--- src/rtl/audio_mem_pkg.sv ---
// Definitions shared by the audio record and playback cores: bus widths, record FSM states
// and the recording slot layout (header word = data-word count, zero-extended).
package audio_mem_pkg;

   localparam int AM_ADDR_W = 23;
   localparam int AM_DATA_W = 32;
   localparam logic [AM_ADDR_W-1:0] AM_MAX_LEN = 23'h0FFFFF;

   typedef enum logic [1:0] {
      ST_IDLE       = 2'b00,
      ST_CAPTURE    = 2'b01,
      ST_WRITE_DATA = 2'b10,
      ST_WRITE_LEN  = 2'b11
   } rec_state_e;

endpackage

--- src/rtl/record_core_if.sv ---
// SDRAM arbiter write port and codec RX sample stream as seen by record_core.
interface record_core_if
   import audio_mem_pkg::*;
#(
   parameter int ADDR_W = AM_ADDR_W,
   parameter int DATA_W = AM_DATA_W
);
   // A codec sample transfers on a cycle with rec_audio_valid && rec_audio_ready. An SDRAM write
   // transfers on a cycle with rec_write && rec_sdram_finished; address and data hold until then.
   logic              rec_write;
   logic [ADDR_W-1:0] rec_addr;
   logic [DATA_W-1:0] rec_writedata;
   logic              rec_sdram_finished;
   logic              rec_audio_valid;
   logic [DATA_W-1:0] rec_audio_data;
   logic              rec_audio_ready;

   modport master (
      output rec_write, rec_addr, rec_writedata, rec_audio_ready,
      input  rec_sdram_finished, rec_audio_valid, rec_audio_data
   );

   modport slave (
      input  rec_write, rec_addr, rec_writedata, rec_audio_ready,
      output rec_sdram_finished, rec_audio_valid, rec_audio_data
   );

endinterface

--- src/rtl/record_core.sv ---
// Records codec samples into an SDRAM slot: one data word kept per two accepted samples, then a
// header word holding the data-word count is written at the slot base address.
module record_core
   import audio_mem_pkg::*;
#(
   parameter int                ADDR_W  = AM_ADDR_W,
   parameter int                DATA_W  = AM_DATA_W,
   parameter logic [ADDR_W-1:0] MAX_LEN = ADDR_W'(AM_MAX_LEN)
) (
   input  logic              i_clk,
   input  logic              i_rst,
   input  logic              rec_start,
   input  logic [ADDR_W-1:0] rec_select,
   input  logic              rec_pause,
   input  logic              rec_stop,
   output logic              rec_done,
   output logic [1:0]        debug,
   record_core_if.master     bus
);

   rec_state_e        state_q, state_d;
   logic [ADDR_W-1:0] base_q, base_d;
   logic [ADDR_W-1:0] addr_q, addr_d;
   logic [ADDR_W-1:0] count_q, count_d;
   logic              phase_q, phase_d;
   logic [DATA_W-1:0] data_q, data_d;
   logic              stop_pend_q, stop_pend_d;
   logic [ADDR_W-1:0] count_inc;
   logic              last_word;

   assign debug     = state_q;
   assign count_inc = count_q + ADDR_W'(1);
   // The slot ends at the top of the address space rather than wrapping onto low memory.
   assign last_word = (count_inc == MAX_LEN) || (&addr_q);

   always_comb begin
      state_d              = state_q;
      base_d               = base_q;
      addr_d               = addr_q;
      count_d              = count_q;
      phase_d              = phase_q;
      data_d               = data_q;
      stop_pend_d          = stop_pend_q;
      rec_done             = 1'b0;
      bus.rec_write        = 1'b0;
      bus.rec_addr         = '0;
      bus.rec_writedata    = '0;
      bus.rec_audio_ready  = 1'b0;

      unique case (state_q)
         ST_IDLE: begin
            if (rec_start) begin
               base_d      = rec_select;
               addr_d      = rec_select + ADDR_W'(1);
               count_d     = '0;
               phase_d     = 1'b0;
               stop_pend_d = 1'b0;
               state_d     = ST_CAPTURE;
            end
         end
         ST_CAPTURE: begin
            bus.rec_audio_ready = !rec_pause;
            // Stop takes priority over a coincident sample, and an incomplete pair is dropped.
            if (rec_stop) begin
               phase_d = 1'b0;
               state_d = ST_WRITE_LEN;
            end else if (bus.rec_audio_valid && !rec_pause) begin
               if (!phase_q) begin
                  data_d  = bus.rec_audio_data;
                  phase_d = 1'b1;
               end else begin
                  phase_d = 1'b0;
                  state_d = ST_WRITE_DATA;
               end
            end
         end
         ST_WRITE_DATA: begin
            bus.rec_write     = 1'b1;
            bus.rec_addr      = addr_q;
            bus.rec_writedata = data_q;
            if (rec_stop) stop_pend_d = 1'b1;
            if (bus.rec_sdram_finished) begin
               addr_d  = addr_q + ADDR_W'(1);
               count_d = count_inc;
               if (last_word || rec_stop || stop_pend_q) begin
                  stop_pend_d = 1'b0;
                  state_d     = ST_WRITE_LEN;
               end else begin
                  state_d = ST_CAPTURE;
               end
            end
         end
         ST_WRITE_LEN: begin
            bus.rec_write     = 1'b1;
            bus.rec_addr      = base_q;
            bus.rec_writedata = {{(DATA_W-ADDR_W){1'b0}}, count_q};
            if (bus.rec_sdram_finished) begin
               rec_done = 1'b1;
               state_d  = ST_IDLE;
            end
         end
         default: state_d = ST_IDLE;
      endcase
   end

   always_ff @(posedge i_clk) begin
      if (i_rst) begin
         state_q     <= ST_IDLE;
         base_q      <= '0;
         addr_q      <= '0;
         count_q     <= '0;
         phase_q     <= 1'b0;
         data_q      <= '0;
         stop_pend_q <= 1'b0;
      end else begin
         state_q     <= state_d;
         base_q      <= base_d;
         addr_q      <= addr_d;
         count_q     <= count_d;
         phase_q     <= phase_d;
         data_q      <= data_d;
         stop_pend_q <= stop_pend_d;
      end
   end

endmodule

--- src/flat_wrapper.sv ---
// flat-port wrapper written by rule: the top's interface ports become plain ports
module record_core_flat import audio_mem_pkg::*;
#(
   parameter int                ADDR_W  = AM_ADDR_W,
   parameter int                DATA_W  = AM_DATA_W,
   parameter logic [ADDR_W-1:0] MAX_LEN = ADDR_W'(AM_MAX_LEN)
)
  (i_clk, i_rst, rec_start, rec_select, rec_pause, rec_stop, rec_done, debug, bus_rec_write, bus_rec_addr, bus_rec_writedata, bus_rec_audio_ready, bus_rec_sdram_finished, bus_rec_audio_valid, bus_rec_audio_data);
  record_core_if #(.ADDR_W(ADDR_W), .DATA_W(DATA_W)) bus_i ();
  input  logic i_clk;
  input  logic i_rst;
  input  logic rec_start;
  input  logic [ADDR_W-1:0] rec_select;
  input  logic rec_pause;
  input  logic rec_stop;
  output logic rec_done;
  output logic [1:0] debug;
  output wire logic [$bits(bus_i.rec_write)-1:0] bus_rec_write;
  output wire logic [$bits(bus_i.rec_addr)-1:0] bus_rec_addr;
  output wire logic [$bits(bus_i.rec_writedata)-1:0] bus_rec_writedata;
  output wire logic [$bits(bus_i.rec_audio_ready)-1:0] bus_rec_audio_ready;
  input wire logic [$bits(bus_i.rec_sdram_finished)-1:0] bus_rec_sdram_finished;
  input wire logic [$bits(bus_i.rec_audio_valid)-1:0] bus_rec_audio_valid;
  input wire logic [$bits(bus_i.rec_audio_data)-1:0] bus_rec_audio_data;
  assign bus_rec_write = bus_i.rec_write;
  assign bus_rec_addr = bus_i.rec_addr;
  assign bus_rec_writedata = bus_i.rec_writedata;
  assign bus_rec_audio_ready = bus_i.rec_audio_ready;
  assign bus_i.rec_sdram_finished = bus_rec_sdram_finished;
  assign bus_i.rec_audio_valid = bus_rec_audio_valid;
  assign bus_i.rec_audio_data = bus_rec_audio_data;
  record_core #(.ADDR_W(ADDR_W), .DATA_W(DATA_W), .MAX_LEN(MAX_LEN)) u_core (.i_clk(i_clk), .i_rst(i_rst), .rec_start(rec_start), .rec_select(rec_select), .rec_pause(rec_pause), .rec_stop(rec_stop), .rec_done(rec_done), .debug(debug), .bus(bus_i));
endmodule
--- config.mk ---
export PLATFORM = sky130hd
export DESIGN_NAME = record_core_flat
export DESIGN_NICKNAME = d
export VERILOG_FILES = /design/src/rtl/audio_mem_pkg.sv /design/src/rtl/record_core_if.sv /design/src/rtl/record_core.sv /design/src/flat_wrapper.sv
export SDC_FILE = /design/constraint.sdc
export NUM_CORES = 1
export LEC_CHECK = 0
export ABC_AREA = 0
export CORE_AREA = 3 3 108 110
export DETAILED_ROUTE_END_ITERATION = 10
export DIE_AREA = 0 0 111 113
export PLACE_DENSITY_LB_ADDON = 0.05
export SLEW_MARGIN = 20
export SYNTH_ARGS = -nofsm -noshare
export SYNTH_HDL_FRONTEND = slang
export SYNTH_SLANG_ARGS = --single-unit
--- constraint.sdc ---
create_clock -name i_clk -period 4.9 [get_ports i_clk]
set_input_delay 0.98 -clock i_clk [delete_from_list [all_inputs] [get_ports i_clk]]
set_output_delay 0.98 -clock i_clk [all_outputs]
set_load 0.05 [all_outputs]
Metal 2:
Scale: 3 px per um.
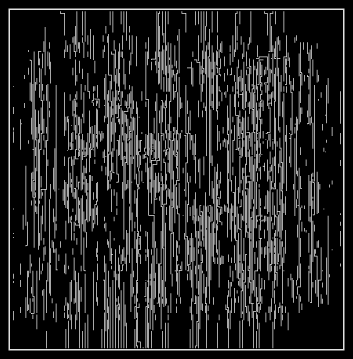
The layer carries 8390 um of wire. 781 nets have wire on it. The longest straight run is 45.6 um. The wires run mostly vertical.

Zoomed window:
Window x 43 to 68, y 44 to 69 um. Cells in gray, sequential cells in the stronger gray; small squares are vias.
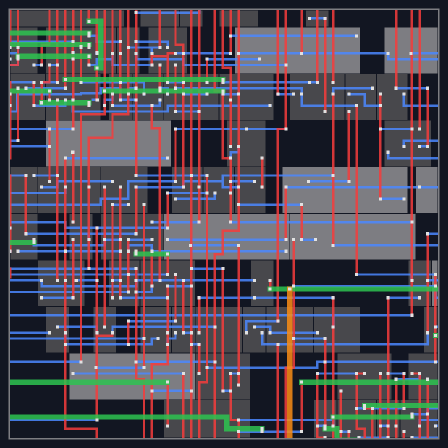
Key: met1 = blue; met2 = red; met4 = orange; met3 = green
Netlist names of flops here include u_core.count_q (5), u_core.stop_pend_q (1). Sequential cells in the window: 6. 52 logic cells have their middle in the window. Most frequent: nor2_1 (7), dfxtp_1 (6), nand2_1 (5).

Sequential cells grouped by signal name:
Scale: 3 px per um. Other sequential cells in the stronger gray, the rest of the logic in the fainter gray.
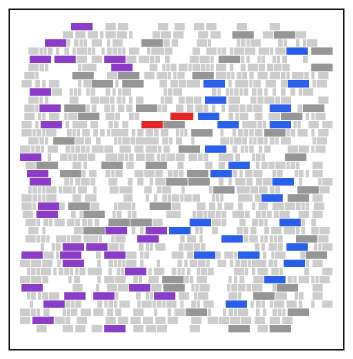
Key: u_core.addr_q = blue [flops 23]; u_core.data_q = purple [flops 32]; u_core.debug = red [flops 2]
Another 48 sequential cells are not colored.
register area: 2100 um2
total sequential power: 0.923 mW

Drive-strength map:
Scale: 4 px per um.
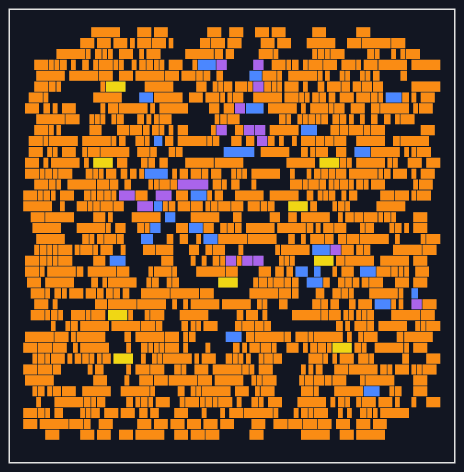
Key: drive 2 = blue [cells 27, share 3.0%]; drive 1 or less = orange [cells 854, share 94%]; drive 3 to 4 = purple [cells 17, share 1.9%]; drive 6 and up = yellow [cells 9, share 0.99%]
Layout area overhead: 21.3%
Non-Clock Buffer Count: 134
design area: 7460 um2
final worst-path setup slack: 1.25 ns

Congestion heat map:
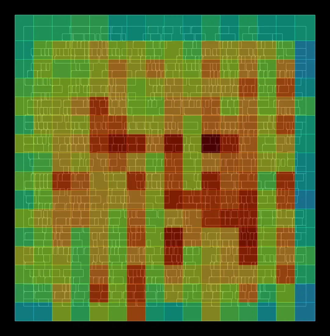
GRT Util Overall: 26.4%
met2 Usage GRT: 47.6%
met3 Usage GRT: 3.53%
busiest layer in global routing: met2

==> qor.csv <==
metric;value;unit
status;finished, final reports clean;
stage-log warning count;29;
# nets final;969;
Chip Area, Yosys;6150;um2
minimum clock period;3.65;ns
CTS tree;built;
hold path endpoint;u_core.data_q[25];
Crit path depth;5;
Root Buffer;clkbuf_8;
CP delay by family, top;buffers and inverters;
top cells by count;nand2_1 (170), dfxtp_1 (105), nor2_1 (97), a21oi_1 (93), mux2i_1 (60);
floorplan core density;57.0;%
Final Instance Count excl. Fillers;1047;
core box area;10800;um2
setup tns final;0;ns
Die Wd;111;um
crit path DAT;2.67;ns
Worst Setup Path Type;flop to output port;
DRC Markers;0;
reg2reg end;u_core.addr_q[22];
CP max stage cell;buf_4;
worst slew pin tran;1.09;ns
routed vias;6093;
met1 Use GR;32.6;%
Slew HR;27.1;%
leakage;2.56;nW
Syn Inst Count;829;
Yosys top cell by area;dfxtp_1;
Critical Path Max Stage Delay;0.71;ns
GP Congestion;0.908;
register bit count reported by yosys;105;
proportion of layout cells with a drive suffix above 1;5.84;%
R2R Setup Slk;1.39;ns
Final setup violation count;0;
pin count of the biggest net entering global routing;103;
post-route ant nets;0;
Crit path top cell by count;buf_4;
H-Tree Depth;3;
fin util;69.1;%
Layout Skew;0.00672;ns
Distinct lib cells used;68;
WL final;16600;um
Late-Pin Clk Latency;0.37;ns
critical path startpoint category;flop;
n_diodes;0;
hold_buf cts;0;
IO Pins;122;
Post-CTS Setup Bufs;0;
final hold vios;0;
global route overflow;0;
CTS Buffer Depth;2;
Post-synth area hogs;dfxtp_1 (34%), nand2_1 (10%), mux2i_1 (9.8%);
Syn Area/Cell;7.42;um2
crit path capture type;output port;
Sinks on Clock Net;105;
final slew viol count;0;
Max VDD drop;0.158;mV
PwrDens;234;nW/um2
syn nets;894;
DR vias/cell;5.82;
post_cts resized;0;
unrepaired setup endpoints after global routing;false;
Synth Cell Area;6150;um2
First-pass DRT Iterations;5;
Die H;113;um
min-delay src;u_core.data_q[25];
Reg-to-Reg Start;u_core.debug[1];
count leader, synth;nand2_1;
Yosys Instances;829;
IO Port Bufs;121;
==> per-stage QoR <==
stage          setup slack, ns  total power [mW]  instance area (um2)  hold slack, ns
2_1_floorplan             1.27              1.16                 6150           0.432
3_3_place_gp              1.41              1.29                 7320           0.438
3_5_place_dp              1.32              1.30                 7320           0.443
4_1_cts                   1.21              1.75                 7460           0.456
5_1_grt                   1.09              1.83                 7460           0.475
6_report                  1.25              1.74                 7460           0.452
==> kinds of logic (layout without fill, tap and decap cells) <==
logic type,after synthesis,count (layout),share of synthesized area (%)
AOI/OAI and AO/OA,189,189,18.6
xor gates and xnor gates,12,12,1.71
buffers and inverters,80,158,5.90
muxes,69,69,11.4
and+or+nand+nor,371,371,27.6
adders and majority gates,3,3,0.610
DFF,105,105,34.2
==> metal layers <==
layer,wire (um),part of all wire [%],up-vias
met2,8390,51,181
li1,-,-,3045
met3,761,4.6,18
met1,7230,44,2849
met4,232,1.4,0
met5,0,0,-
==> flip-flops by register name, summed over array words and instances (netlist names) <==
register / cells
u_core.stop_pend_q: 1
u_core.debug: 2
u_core.count_q: 23
u_core.base_q: 23
u_core.addr_q: 23
u_core.phase_q: 1
u_core.data_q: 32
==> report_power, final <==
part / leakage (nW) / total, mW / internal, mW / switching (mW)
sequential: 0.853 / 0.923 / 0.888 / 0.0346
clock: 0.0733 / 0.463 / 0.180 / 0.283
combinational: 1.63 / 0.359 / 0.149 / 0.211
total: 2.56 / 1.74 / 1.22 / 0.528
==> area by class of cell <==
cell class,instances,area (um2)
clock inverter,1,5.00
timing repair buffer,134,1300
multi-input combinational,644,3700
inverter,10,37.5
clock buffer,13,139
sequential,105,2100
fill,930,3330
tap,140,175
==> how the worst max path moves through the flow <==
stage                                 startpoint                     to  slack (ns)
after floorplan                  u_core.debug[0]    bus_rec_audio_ready        1.27
after global placement    bus_rec_sdram_finished               rec_done        1.41
after detailed placement           rec_select[0]      u_core.addr_q[22]        1.32
after CTS                        u_core.debug[0]  bus_rec_writedata[24]        1.21
after global routing             u_core.debug[0]  bus_rec_writedata[30]        1.09
final                            u_core.debug[0]  bus_rec_writedata[31]        1.25
==> placed cells by master, fill, tap and decap left out, types with 10 or more instances in the layout <==
cell | synthesis | final
nand2_1 | 170 | 170
clkdlybuf4s50_1 | 0 | 120
dfxtp_1 | 105 | 104
nor2_1 | 97 | 97
a21oi_1 | 93 | 93
mux2i_1 | 60 | 60
o21ai_0 | 29 | 29
nor3_1 | 17 | 17
nand3_1 | 16 | 16
buf_4 | 2 | 13
a31oi_1 | 12 | 12
a311oi_1 | 12 | 12
nand4_1 | 10 | 10
==> tightest hold or removal path, delay by kind of cell, from the launching register on <==
family	cells	cell delay, ns
flops	1	0.31
compound gates	1	0.05
simple gates	1	0.05
Power and IR drop assume default switching activity.
